==> config.mk <==
export PLATFORM = sky130hd
export DESIGN_NAME = multi_pwm
export DESIGN_NICKNAME = d
export VERILOG_FILES = /design/src/rtl/pwm_pkg.sv /design/src/rtl/pwm_tick_gen.sv /design/src/rtl/multi_pwm.sv
export SDC_FILE = /design/constraint.sdc
export NUM_CORES = 1
export LEC_CHECK = 0
export CAP_MARGIN = 20
export CORE_UTILIZATION = 33
export DETAILED_ROUTE_END_ITERATION = 6
export HOLD_SLACK_MARGIN = 0.02
export PLACE_DENSITY_LB_ADDON = 0.15
export SYNTH_ARGS = -nofsm -noshare
export SYNTH_HDL_FRONTEND = slang
export SYNTH_HIERARCHICAL = 1
export SYNTH_SLANG_ARGS = --single-unit
==> constraint.sdc <==
create_clock -name i_fclk -period 4.4 [get_ports i_fclk]
set_input_delay 0.88 -clock i_fclk [delete_from_list [all_inputs] [get_ports i_fclk]]
set_output_delay 0.88 -clock i_fclk [all_outputs]
set_load 0.03 [all_outputs]
==> src/rtl/pwm_pkg.sv <==
// Shared PWM types and prescaler sizing helpers.
package pwm_pkg;

  typedef enum logic {
    PWM_EDGE   = 1'b0,
    PWM_CENTER = 1'b1
  } pwm_mode_e;

  function automatic int unsigned calc_div(input int unsigned clk_hz, input int unsigned out_hz);
    return clk_hz / out_hz;
  endfunction

  // A divide-by-one prescaler still needs a 1-bit counter to stay legal.
  function automatic int unsigned div_cnt_bits(input int unsigned div);
    return (div > 1) ? $clog2(div) : 1;
  endfunction

endpackage

==> src/rtl/pwm_tick_gen.sv <==
// Prescaler: counts 0..DIV-1 and flags tick while sitting at DIV-1.
module pwm_tick_gen
  import pwm_pkg::*;
#(
  parameter int unsigned DIV = 4
) (
  input  logic i_fclk,
  input  logic i_reset,
  output logic o_tick
);

  localparam int unsigned CntW = div_cnt_bits(DIV);
  localparam logic [CntW-1:0] CntMax = CntW'(DIV - 1);

  logic [CntW-1:0] cnt_q, cnt_d;

  assign o_tick = (cnt_q == CntMax);

  always_comb begin
    cnt_d = o_tick ? '0 : cnt_q + 1'b1;
  end

  always_ff @(posedge i_fclk) begin
    if (i_reset) cnt_q <= '0;
    else         cnt_q <= cnt_d;
  end

endmodule

==> src/rtl/multi_pwm.sv <==
// Multi-channel PWM with edge/center counting and shadowed duty/mode committed at period
// boundaries.
module multi_pwm
  import pwm_pkg::*;
#(
  parameter int unsigned CLOCK_FREQUENCY  = 100_000_000,
  parameter int unsigned OUTPUT_FREQUENCY = 20_000,
  parameter int unsigned CHANNELS         = 4,
  parameter int unsigned WIDTH_BITS       = 8
) (
  input  logic                           i_fclk,
  input  logic                           i_reset,
  input  logic [CHANNELS*WIDTH_BITS-1:0] i_width,
  input  logic                           i_center,
  input  logic                           i_load,
  input  logic [CHANNELS-1:0]            i_enable,
  output logic [CHANNELS-1:0]            o_pwm_out,
  output logic                           o_period_start,
  output logic                           o_pending
);

  localparam int unsigned Div = calc_div(CLOCK_FREQUENCY, OUTPUT_FREQUENCY);
  localparam logic [WIDTH_BITS-1:0] MaxVal = '1;
  localparam logic [WIDTH_BITS-1:0] OneVal = WIDTH_BITS'(1);

  logic                           tick, boundary;
  logic [WIDTH_BITS-1:0]          phase_q, phase_d;
  logic                           dir_down_q, dir_down_d;
  pwm_mode_e                      mode_q, mode_d;
  pwm_mode_e                      sh_mode_q, sh_mode_d;
  logic [CHANNELS*WIDTH_BITS-1:0] duty_q, duty_d;
  logic [CHANNELS*WIDTH_BITS-1:0] sh_width_q, sh_width_d;
  logic                           pending_q, pending_d;
  logic [CHANNELS-1:0]            pwm_q, pwm_d;
  logic                           ps_q, ps_d;

  pwm_tick_gen #(
    .DIV (Div)
  ) u_tick_gen (
    .i_fclk  (i_fclk),
    .i_reset (i_reset),
    .o_tick  (tick)
  );

  always_comb begin
    if (mode_q == PWM_EDGE) boundary = tick && (phase_q == MaxVal);
    else                    boundary = tick && dir_down_q && (phase_q == OneVal);
  end

  always_comb begin
    phase_d    = phase_q;
    dir_down_d = dir_down_q;
    mode_d     = mode_q;
    duty_d     = duty_q;
    sh_width_d = sh_width_q;
    sh_mode_d  = sh_mode_q;
    pending_d  = pending_q;
    ps_d       = boundary;

    if (tick) begin
      if (boundary) begin
        phase_d    = '0;
        dir_down_d = 1'b0;
      end else if (mode_q == PWM_EDGE) begin
        phase_d = phase_q + 1'b1;
      end else if (!dir_down_q) begin
        if (phase_q == MaxVal) begin
          phase_d    = MaxVal - 1'b1;
          dir_down_d = 1'b1;
        end else begin
          phase_d = phase_q + 1'b1;
        end
      end else begin
        phase_d = phase_q - 1'b1;
      end
    end

    if (i_load) begin
      sh_width_d = i_width;
      sh_mode_d  = pwm_mode_e'(i_center);
    end

    // A load landing on the boundary bypasses the shadow and commits straight away.
    if (boundary && i_load) begin
      duty_d    = i_width;
      mode_d    = pwm_mode_e'(i_center);
      pending_d = 1'b0;
    end else if (boundary && pending_q) begin
      duty_d    = sh_width_q;
      mode_d    = sh_mode_q;
      pending_d = 1'b0;
    end else if (i_load) begin
      pending_d = 1'b1;
    end
  end

  for (genvar k = 0; k < CHANNELS; k++) begin : g_cmp
    assign pwm_d[k] = i_enable[k] && (duty_q[k*WIDTH_BITS +: WIDTH_BITS] > phase_q);
  end

  always_ff @(posedge i_fclk) begin
    if (i_reset) begin
      phase_q    <= '0;
      dir_down_q <= 1'b0;
      mode_q     <= PWM_EDGE;
      duty_q     <= '0;
      sh_width_q <= '0;
      sh_mode_q  <= PWM_EDGE;
      pending_q  <= 1'b0;
      pwm_q      <= '0;
      ps_q       <= 1'b0;
    end else begin
      phase_q    <= phase_d;
      dir_down_q <= dir_down_d;
      mode_q     <= mode_d;
      duty_q     <= duty_d;
      sh_width_q <= sh_width_d;
      sh_mode_q  <= sh_mode_d;
      pending_q  <= pending_d;
      pwm_q      <= pwm_d;
      ps_q       <= ps_d;
    end
  end

  assign o_pwm_out      = pwm_q;
  assign o_period_start = ps_q;
  assign o_pending      = pending_q;

endmodule

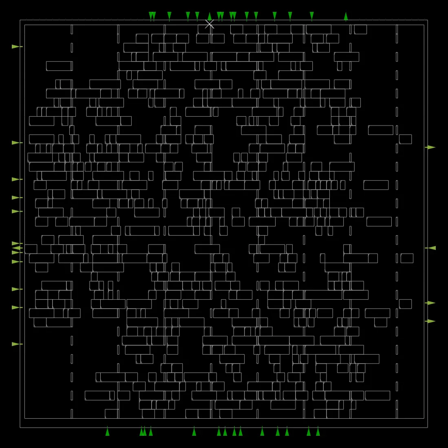
**Above:** run 1 (placement view).
Seq/total area: 0.339
fin cells: 734
Core Region: 13900 um2
tap cells: 180
Filler cells: 1413

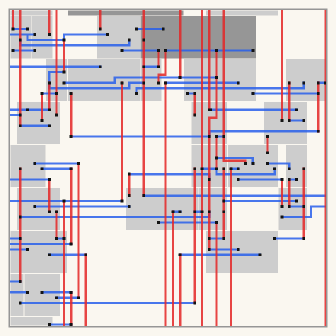
**Above:** run 1 (zoomed window).
Region (81, 81) to (101, 101) um. Cells in gray, sequential cells in the stronger gray; small squares are vias.
metal 2: shown in red. metal 1: shown in blue.
Most frequent: ha_1 (5), nor2_1 (4). Netlist names of flops here include duty_q (1). 22 logic cells have their middle in the window. Sequential cells in the window: 1.

==> Changelog: implementation, run 1 <==
### Physical design

* Clk network pwr share at 0.440
* Inverters at 20
* Synth mux share at 0.0705
* Die W at 121 um
* Crit path capture: duty_q[3]
* Comb group at 124 uW
* Via/cell ratio at 5.23
* DR WL/cell at 16.4 um
* Top pwr grp: sequential cells
* Initial antenna violation count at 0
* Dpl hpwl at 8430 um
* Fraction of layout cells with a size suffix above 1 at 0.0614
* # DRC at 2
* Aoi share at 0.180
* Largest logic family: AND-OR/OR-AND gates
* # Cells Yosys at 516
* Detailed Route WL at 12000 um
* Final WS setup at 1540 ps
* Worst IR Drop VDD at 193 uV
* P_clk at 789 uW
* Hold slack final at 466 ps
* Syn-to-layout area delta at 18.5%
* Global-route met3 utilization at 0.0357
* Clock Latency Late Sink at 350 ps
* CP max FO at 15
* Synthesized instance count at 516
* Die ar. at 14700 um2
* First-pass GRT wire length at 19600 um
* FFs w/ async S/R, synth at 0
* Crit Path Class: reg2reg
* Sequential Power at 879 uW
* Clk root buf: clkbuf_16
* Skew final at 8.97 ps
* Seq share, synth at 0.402
* Clk slew on worst S/H paths at 60 ps
* Most instantiated cells after synthesis: dfxtp_1, nor2_1, ha_1
* H-tree depth at 3
* Fin Setup TNS at 0 ps
* Top cell excl fill/tap: dfxtp_1
* Yosys Chip Area at 4680 um2
* RSZ-0062 raised after global routing: false
* Worst slew margin at 0.495
* Critical path, cell by cell: or4_1 -> nor4_2 -> buf_4 -> inv_1 -> nor4_2 -> or2_1 -> o221ai_1 -> a21oi_1
* Port Buffer Count at 45
* Syn_nets at 592
* Total tool warning count at 28
* CTS Sinks at 94
* Xor and xnor area share after synthesis at 0.0281
* Logic pwr share at 0.069
* Cts hold-fix bufs at 0
* FMAX at 350 MHz
* Max-Cap Viols at 0
* Synthesized cell area at 4680 um2
* 1st-iter DRT viols at 148
* Reg2reg end: duty_q[3]
* WP data arrival at 3130 ps
* Synth Area in Simple Gates at 0.175
* Met2 GRT Util at 0.278
* Post-synthesis cell type count at 51
* Violated checks: design-rule violations
* Worst slew pin tran at 755 ps
* GP Congestion at 0.888
* FP Rows at 43
* CTS max path bufs at 2
* Buf/Inv on CP at 2
* Sw Pwr at 405 uW
* Critical Path RT at 4670 ps
* Top Layer Used: met4
* Clock buffer count at 10
* Drt pass-1 iters at 6
* Clk cell area share at 0.0541
* Worst r2r path cells at 8
* MI comb area at 2570 um2
* Overall power at 1790 uW
* Post-route cell area at 5550 um2
* Switching Share at 0.226
* Minimum clock period at 2860 ps
* Top cells excl fill/tap: dfxtp_1, nor2_1, clkdlybuf4s50_1, ha_1, mux2i_1
* GR Overflow Total at 0
* Period utilization at 0.649
* Status: complete, but fails checks
* R2R Setup Slk at 1540 ps
* CP Launch Point: u_tick_gen/cnt_q[6]
* Synth area leader: dfxtp_1
* Cells after DPL at 718
* Buffering overhead at 0.0889
* Pre-CTS setup slack at 1550 ps
* Critical path's most frequent cell: nor4_2
* Fa+ha+maj area frac at 0.0962
* Routed length on met1 at 5780 um
* Top Registers: duty_q (32), sh_width_q (32), u_tick_gen/cnt_q (13)
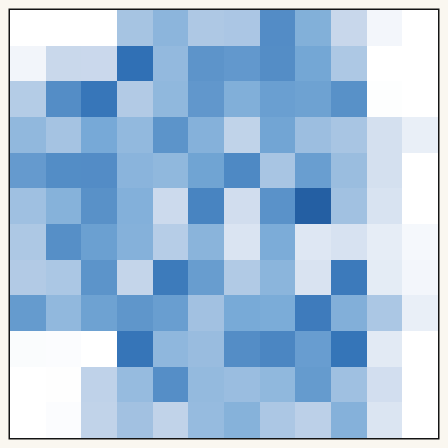
**Above:** run 1 (placement density heat map).
The die is cut into 12 by 12 equal tiles; white is low, dark blue is high, 0 to 100% covered.
The fullest tile reaches 81%. The mean over all tiles is 36%. 0.70% of the tiles are over 75% full. 13% of the tiles are nearly empty.
floorplan utilization: 0.337
post-layout util: 0.400

==> run 1: worst min-delay path by stage <==
stage / slack, ps / start / end / cells past startpoint
after global placement: 440 / u_tick_gen/cnt_q[0] / u_tick_gen/cnt_q[0] / 1
after detailed placement: 450 / u_tick_gen/cnt_q[0] / u_tick_gen/cnt_q[0] / 1
after floorplan: 430 / u_tick_gen/cnt_q[0] / u_tick_gen/cnt_q[0] / 1
after CTS: 470 / u_tick_gen/cnt_q[0] / u_tick_gen/cnt_q[0] / 1
final: 470 / u_tick_gen/cnt_q[0] / u_tick_gen/cnt_q[0] / 1
after global routing: 500 / u_tick_gen/cnt_q[0] / u_tick_gen/cnt_q[0] / 1
**Run 1: sizing map**

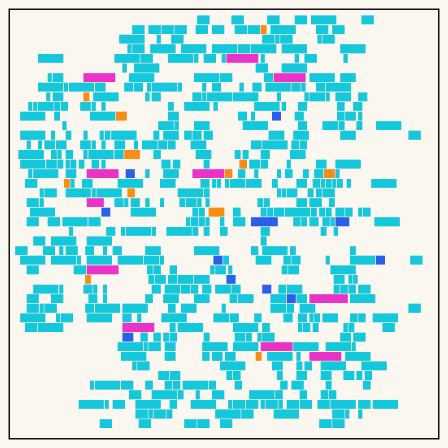

==> inputs of run 2 (changes only) <==
clock period = 2.98 ns   (was 4.4 ns; I/O delays follow)
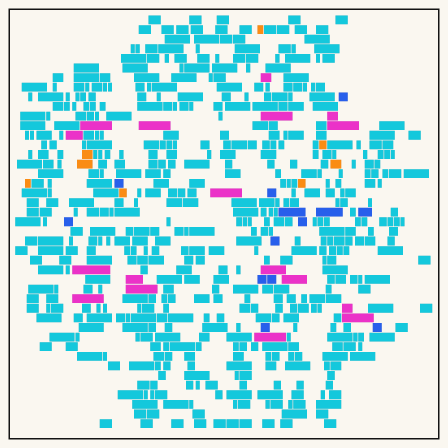
**Above:** run 2 (sizing map).
_3 and _4 cells: shown in blue, cells 13, most used buf_4. _0 and _1 cells: shown in cyan, cells 520, most used dfxtp_1. _2 cells: shown in orange, cells 8, most used or2_2. _6 and larger: shown in magenta, cells 17, most used clkbuf_16.

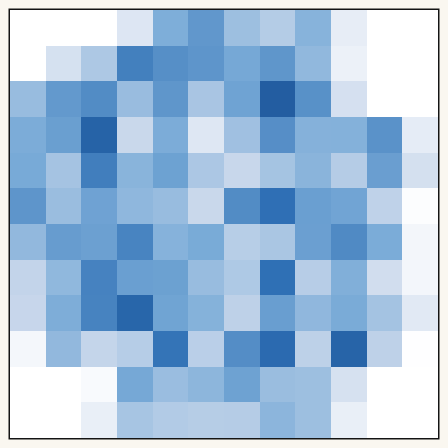
**Above:** run 2 (placement density heat map).
The die is cut into 12 by 12 equal tiles; white is low, dark blue is high, 0 to 100% covered.
3.5% of the tiles are over 75% full. The mean over all tiles is 37%. The fullest tile reaches 82%. 14% of the tiles are nearly empty.

==> run 2 against run 1 <==
Against the previous run:
- the run now ends clean
- die size did not move
- critical path depth rose by 1
- count of clock-buffer cells in the layout rose by 1
- via count rose by 0.31%
- sequential cell count did not move
- sequential power rose by 48%
- critical endpoint is now mode_q
==> Changelog: implementation, run 2 <==
### Physical design

* Min-Delay Path Class: reg2reg
* Count of flip-flops and latches at 94
* Worst IR Drop VDD at 427 uV
* Multi-input combinational area share at 0.459
* Logic pwr share at 0.068
* Clk slew on worst S/H paths at 70 ps
* Worst slew pin tran at 659 ps
* Dominant cell area share at 0.402
* Max-Cap Viols at 0
* Switching Share at 0.230
* Dpl hpwl at 8370 um
* Part of the power in registers at 0.479
* Clk cell area share at 0.0562
* Number of non-clock buffers at 56
* Core Region at 13900 um2
* Post-synthesis cell type count at 51
* Post-route cell area at 5630 um2
* Mi-comb count at 372
* Num ports at 46
* Status: finished, final reports clean
* Total CTS buffers at 9
* Xor and xnor area share after synthesis at 0.0281
* R2R Setup Slk at 250 ps
* Skew final at 7.20 ps
* Post-layout util at 0.405
* CTS max path bufs at 2
* Port Buffer Count at 45
* Die ar. at 14700 um2
* CP max stage cell: or4_1
* CP max FO at 40
* WP data arrival at 2990 ps
* Detailed Route WL at 11700 um
* Fin Setup TNS at 0 ps
* Final WS setup at 253 ps
* Pre-CTS setup slack at 202 ps
* Clock buffer count at 11
* GP Congestion at 0.854
* Register area at 1880 um2
* Inverters at 20
* Worst slew margin at 0.558
* Buf/Inv on CP at 3
* Clk network pwr share at 0.453
* Crit Path Class: reg2reg
* Synthesized cell area at 4680 um2
* MI comb area at 2580 um2
* FFs w/ async S/R, synth at 0
* Drt pass-1 iters at 4
* CTS Sinks at 94
* Reg2reg end: mode_q
* FP Rows at 43
* # Cells Yosys at 516
* # DRC at 0
* Critical path, cell by cell: or4_1 -> nor4_2 -> buf_4 -> inv_1 -> nor4_4 -> o22a_1 -> buf_12 -> nor2_1 -> a211oi_1
* Most instantiated cells after synthesis: dfxtp_1, nor2_1, ha_1
* Synth mux share at 0.0705
* Synth Area in Simple Gates at 0.175
* H-tree depth at 3
* Fin cells at 738
* Hold slack final at 467 ps
* TritonCTS clock tree: done
* Top cells by area: dfxtp_1, ha_1, mux2i_1
* Top pwr grp: sequential cells
* Mean post-synth cell area at 9.08 um2
* Syn_nets at 592
* Die W at 121 um
* 1st-iter DRT viols at 200
* Slew Viols, Final at 0
* Top cell excl fill/tap: dfxtp_1
* Aoi share at 0.180
* Floorplan utilization at 0.337
* Via/cell ratio at 5.22
* Sw Pwr at 624 uW
* Cts hold-fix bufs at 0
* Comb group at 184 uW
* P_clk at 1230 uW
* Seq share, synth at 0.402
* DR WL/cell at 15.9 um
* Yosys Chip Area at 4680 um2
* Initial antenna violation count at 0
* Worst R2R Start: u_tick_gen/cnt_q[6]
* Diode count at 0
* Tap cells at 180
* Synth area leader: dfxtp_1
* Static Leak at 0.00212 uW
* Vias in the first global route at 3716
* Fraction of layout cells with a size suffix above 1 at 0.0681
* Total tool warning count at 28
* Top cells excl fill/tap: dfxtp_1, nor2_1, clkdlybuf4s50_1, ha_1, mux2i_1
* Filler cells at 1424
* Critical Path RT at 3240 ps
* Synthesized instance count at 516
* Period utilization at 0.915
* Buffering overhead at 0.0974
* Worst r2r path cells at 9
* Via count at 3853
* Crit path capture: mode_q
* Overall power at 2710 uW
* Syn-to-layout area delta at 20.2%
* Clock Latency Late Sink at 350 ps
* Cells after DPL at 722
* Seq/total area at 0.334
* Hold path depth at 1
* Largest logic family: AND-OR/OR-AND gates
* RSZ-0062 raised after global routing: false
* Crit path max-delay family: simple AND/OR/NAND/NOR gates
* Top Registers: duty_q (32), sh_width_q (32), u_tick_gen/cnt_q (13)
* GR Overflow Total at 0
* CP Launch Point: u_tick_gen/cnt_q[6]
* Minimum clock period at 2730 ps
* First-pass GRT wire length at 19000 um
* Main flop type: dfxtp_1
* Sequential Power at 1300 uW
* Fa+ha+maj area frac at 0.0962
* FMAX at 367 MHz
* Pint at 2090 uW
* Clk root buf: clkbuf_16
run 2: worst min path at each step:
stage | start | to | slack, ps
global placement | u_tick_gen/cnt_q[0] | u_tick_gen/cnt_q[0] | 450
global route | u_tick_gen/cnt_q[0] | u_tick_gen/cnt_q[0] | 500
detailed placement | u_tick_gen/cnt_q[0] | u_tick_gen/cnt_q[0] | 460
floorplan | u_tick_gen/cnt_q[0] | u_tick_gen/cnt_q[0] | 430
finish | u_tick_gen/cnt_q[0] | u_tick_gen/cnt_q[0] | 470
CTS | u_tick_gen/cnt_q[0] | u_tick_gen/cnt_q[0] | 470
run 2: metal layers:
metal | global-route usage | wire length [um]
met5 | 0 | 0
met4 | 0.0617 | 187
met3 | 0.0371 | 349
met2 | 0.276 | 5540
met1 | 0.220 | 5650
Power is estimated from default activity; no workload was simulated.
